[src/rtl/fifo_pkg.sv]
// fifo_pkg: shared constants for the fifo_datos data FIFO.
// Default geometry and reset values of the occupancy thresholds.
package fifo_pkg;

  localparam int FIFO_DATA_WIDTH = 8;
  localparam int FIFO_DEPTH      = 8;

  localparam int TH_ALTO_RST = FIFO_DEPTH - 1;
  localparam int TH_BAJO_RST = 1;

  // Almost-full reset threshold for a FIFO of arbitrary depth.
  function automatic int th_alto_rst_for(input int depth);
    return depth - FIFO_DEPTH + TH_ALTO_RST;
  endfunction

endpackage

[src/rtl/fifo_mem.sv]
// fifo_mem: register array with one write port and one registered read port.
// Storage is not reset; only the read register is.
module fifo_mem
  import fifo_pkg::*;
#(
  parameter int DATA_WIDTH = FIFO_DATA_WIDTH,
  parameter int DEPTH      = FIFO_DEPTH,
  parameter int ADDR_WIDTH = 3
) (
  input  logic                  clk,
  input  logic                  reset,
  input  logic                  we,
  input  logic [ADDR_WIDTH-1:0] waddr,
  input  logic [DATA_WIDTH-1:0] wdata,
  input  logic                  re,
  input  logic [ADDR_WIDTH-1:0] raddr,
  output logic [DATA_WIDTH-1:0] rdata
);

  logic [DATA_WIDTH-1:0] mem [DEPTH];

  always_ff @(posedge clk) begin
    if (we) begin
      mem[waddr] <= wdata;
    end
  end

  // Read sees the pre-edge contents, so a full-FIFO read+write is safe.
  always_ff @(posedge clk or negedge reset) begin
    if (!reset) begin
      rdata <= '0;
    end else if (re) begin
      rdata <= mem[raddr];
    end
  end

endmodule

[src/rtl/fifo_datos.sv]
// fifo_datos: synchronous data FIFO with programmable almost-full/empty flags.
// Optional sticky underflow flag enabled by FIFO_UNDERFLOW_EN.
module fifo_datos
  import fifo_pkg::*;
#(
  parameter int DATA_WIDTH = FIFO_DATA_WIDTH,
  parameter int DEPTH      = FIFO_DEPTH,
  parameter int ADDR_WIDTH = 3
) (
  input  logic                  clk,
  input  logic                  reset,
  input  logic                  init,
  input  logic [ADDR_WIDTH:0]   umbral_alto,
  input  logic [ADDR_WIDTH:0]   umbral_bajo,
  input  logic                  push,
  input  logic [DATA_WIDTH-1:0] data_in,
  input  logic                  pop,
  output logic [DATA_WIDTH-1:0] data_Fifo,
  output logic                  valid_out,
  output logic [ADDR_WIDTH:0]   fifo_count,
  output logic                  almost_full,
  output logic                  almost_empty,
  output logic                  empty_Fifo,
  output logic                  no_empty_Fifo,
`ifdef FIFO_UNDERFLOW_EN
  output logic                  Fifo_overflow,
  output logic                  Fifo_underflow
`else
  output logic                  Fifo_overflow
`endif
);

  localparam logic [ADDR_WIDTH:0] FULL_C =
    (ADDR_WIDTH+1)'(DEPTH);
  localparam logic [ADDR_WIDTH:0] TH_ALTO_INI =
    (ADDR_WIDTH+1)'(th_alto_rst_for(DEPTH));
  localparam logic [ADDR_WIDTH:0] TH_BAJO_INI =
    (ADDR_WIDTH+1)'(TH_BAJO_RST);

  logic [ADDR_WIDTH-1:0] wr_ptr;
  logic [ADDR_WIDTH-1:0] rd_ptr;
  logic [ADDR_WIDTH:0]   count;
  logic [ADDR_WIDTH:0]   th_alto;
  logic [ADDR_WIDTH:0]   th_bajo;
  logic                  full;
  logic                  empty;
  logic                  wr_en;
  logic                  rd_en;
  logic                  ovf;

  assign full  = (count == FULL_C);
  assign empty = (count == '0);

  // On a full FIFO a paired pop frees the slot the write lands in.
  assign wr_en = push && (!full || pop);
  assign rd_en = pop && !empty;

  always_ff @(posedge clk or negedge reset) begin
    if (!reset) begin
      wr_ptr <= '0;
      rd_ptr <= '0;
      count  <= '0;
    end else begin
      if (wr_en) begin
        wr_ptr <= wr_ptr + 1'b1;
      end
      if (rd_en) begin
        rd_ptr <= rd_ptr + 1'b1;
      end
      unique case ({wr_en, rd_en})
        2'b10:   count <= count + 1'b1;
        2'b01:   count <= count - 1'b1;
        default: count <= count;
      endcase
    end
  end

  always_ff @(posedge clk or negedge reset) begin
    if (!reset) begin
      th_alto <= TH_ALTO_INI;
      th_bajo <= TH_BAJO_INI;
    end else if (init) begin
      th_alto <= umbral_alto;
      th_bajo <= umbral_bajo;
    end
  end

  always_ff @(posedge clk or negedge reset) begin
    if (!reset) begin
      ovf <= 1'b0;
    end else if (init) begin
      ovf <= 1'b0;
    end else if (push && full && !pop) begin
      ovf <= 1'b1;
    end
  end

`ifdef FIFO_UNDERFLOW_EN
  logic unf;

  always_ff @(posedge clk or negedge reset) begin
    if (!reset) begin
      unf <= 1'b0;
    end else if (init) begin
      unf <= 1'b0;
    end else if (pop && empty && !push) begin
      unf <= 1'b1;
    end
  end

  assign Fifo_underflow = unf;
`endif

  always_ff @(posedge clk or negedge reset) begin
    if (!reset) begin
      valid_out <= 1'b0;
    end else begin
      valid_out <= rd_en;
    end
  end

  fifo_mem #(
    .DATA_WIDTH (DATA_WIDTH),
    .DEPTH      (DEPTH),
    .ADDR_WIDTH (ADDR_WIDTH)
  ) u_mem (
    .clk   (clk),
    .reset (reset),
    .we    (wr_en),
    .waddr (wr_ptr),
    .wdata (data_in),
    .re    (rd_en),
    .raddr (rd_ptr),
    .rdata (data_Fifo)
  );

  assign fifo_count    = count;
  assign almost_full   = (count >= th_alto);
  assign almost_empty  = (count <= th_bajo);
  assign empty_Fifo    = empty;
  assign no_empty_Fifo = !empty;
  assign Fifo_overflow = ovf;

endmodule

[config.mk]
export PLATFORM = sky130hd
export DESIGN_NAME = fifo_datos
export DESIGN_NICKNAME = d
export VERILOG_FILES = /design/src/rtl/fifo_pkg.sv /design/src/rtl/fifo_mem.sv /design/src/rtl/fifo_datos.sv
export SDC_FILE = /design/constraint.sdc
export NUM_CORES = 1
export LEC_CHECK = 0
export CORE_MARGIN = 1.5
export CORE_UTILIZATION = 60
export CTS_BUF_LIST = sky130_fd_sc_hd__clkbuf_4 sky130_fd_sc_hd__clkbuf_8
export DETAILED_ROUTE_END_ITERATION = 8
export PLACE_DENSITY = 0.86
export SLEW_MARGIN = 10
export SYNTH_ARGS = -nofsm -noshare
export SYNTH_HDL_FRONTEND = slang
export SYNTH_SLANG_ARGS = --single-unit
[constraint.sdc]
create_clock -name clk -period 4.6 [get_ports clk]
set_input_delay 0.92 -clock clk [delete_from_list [all_inputs] [get_ports clk]]
set_output_delay 0.92 -clock clk [all_outputs]
set_load 0.01 [all_outputs]
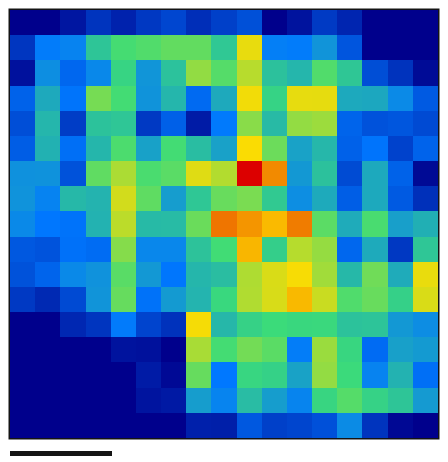
metal_density.png
Scale bar: 20 µm. The die is cut into 17 by 17 equal tiles; dark blue is low, red is high, scaled to the fullest tile. Values are wire area over tile area, all layers added.
tiles over half the peak	24%
fullest tile	0.51
mean over tiles	0.17
densest ninth of the die	center

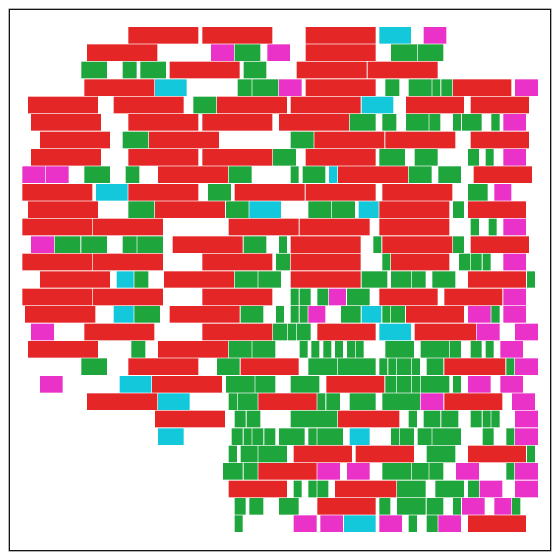
placement_by_type.png
color	class	cells
red	sequential cells	92
magenta	remaining buffers and delay cells	42
green	combinational and other logic	169
cyan	clock drivers and dummy loads	16
Seq/total area: 57.7%
standard-cell rows: 29
cell area after layout: 4550 µm²
core area: 6350 µm²

==> run notes <==
impl run done, here's what came out: Synth Cell Area=between 3000 and 4000 µm², boundary pin count=39, Critical path buffers and inverters=1, Signal inverters=15, combinational logic power=around 1 mW, chip area=7080 µm², max incr delay on CP=0.57 ns, Log Warnings=26, worst reg2reg setup slack=roughly 1.7 ns, clock buffer depth=2, hold_buf cts=0, Worst Hold Class=flip-flop to flip-flop, Crit-path slowest cell=clkdlybuf4s50_1, TritonCTS Buffers=9, reg-to-reg critical path endpoint=fifo_count[3], Worst Skew=0.0116 ns, # Cells Yosys=~270, Worst Hold Launch=u_mem.rdata[7], top cells by count, synth=edfxtp_1, dfrtp_1, nand2_1, mux2_2, mux2i_1, Cell Type Count=40, Critical Path, Cell by Cell=ha_1 -> nor2b_1 -> o21a_1 -> o21a_1 -> o21ai_0 -> clkdlybuf4s50_1, hold-critical path depth=2, Synth top cell by count=edfxtp_1, First-pass DRT Iterations=4, setup TNS=0 ns, Comb/total area=between 20% and 30%, FF+latch count, synth=between 90 and 100, EDFF count, synth=64, Relative slew margins=42.7%, clock buffer count=9, # diodes=0, vias in the first global route=between 2k and 2.5k, initial antenna violation count=0, chip area in the Yosys report=a little under 4000 µm², P per Cell Area=around 590 nW/µm², WP data arrival=approximately 2.4 ns, Post-DRT Antenna Nets=0, total grt overflow=0, Slew Limit Fails=0, cell type taking the most area=sequential cells, register share after synthesis=approximately two thirds, Data buffer area share=under 10%, AND/OR/NAND/NOR Cells, Area Fraction=under 10%, Yosys warning count=0, Layout area overhead=15.2%, Worst Slack Setup Final=roughly 1.3 ns, P_seq=approximately 1.2 mW, dominant kind of combinational cell=multiplexers, Pleak=approximately 1.7 nW, area leader, netlist=edfxtp_1, Port Buf Inserts=38, most frequent cells in the layout=edfxtp_1, clkdlybuf4s50_1, dfrtp_1, nand2_1, mux2_2, Gate Count Post-Synth=270, Routed WL=approximately 7300 µm, Setup Viol. Count Final=0, wire per inst=about 19 µm, Flop Count=roughly 92, end of the critical path=almost_empty, fin util=71.7%, status=finished clean, yosys adder share=roughly 4.6%, Post-synth mux share=under 10%, layout cells sized above 1=15.4%, DRC Markers=0, fin cells=just under 400, critical path type=flip-flop to output port, Routed met3 length=539 µm, non-clock buffer instance count of the final layout=roughly 42, Setup WS pre-CTS=between 1 and 1.5 ns, Seq pwr share=between 40% and 50%, CP delay by family, top=buffers and inverters, drt first-iter violations=256, Max Clk Rate=~0.3 GHz, Top cell excl fill/tap=edfxtp_1, crit start category=flip-flop, Sequential Area=~2600 µm²
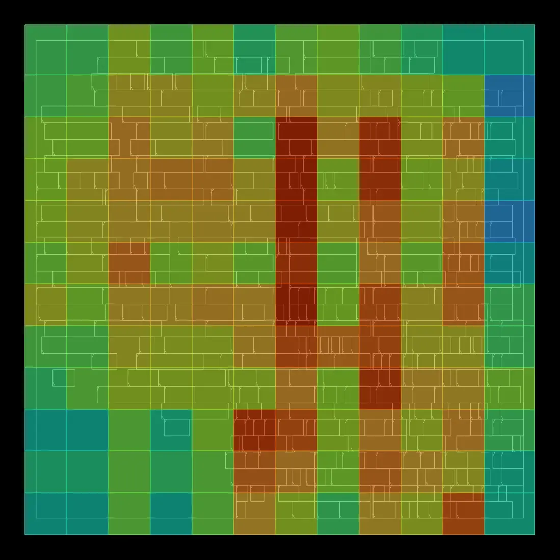
congestion.png
grt met2 use: 34.8%
M3 GR Usage: 6.39%
most used routing layer: met2
Global Route met1 Usage: 30.8%

Power figures rest on the tool's default switching activity, not on a simulated workload.
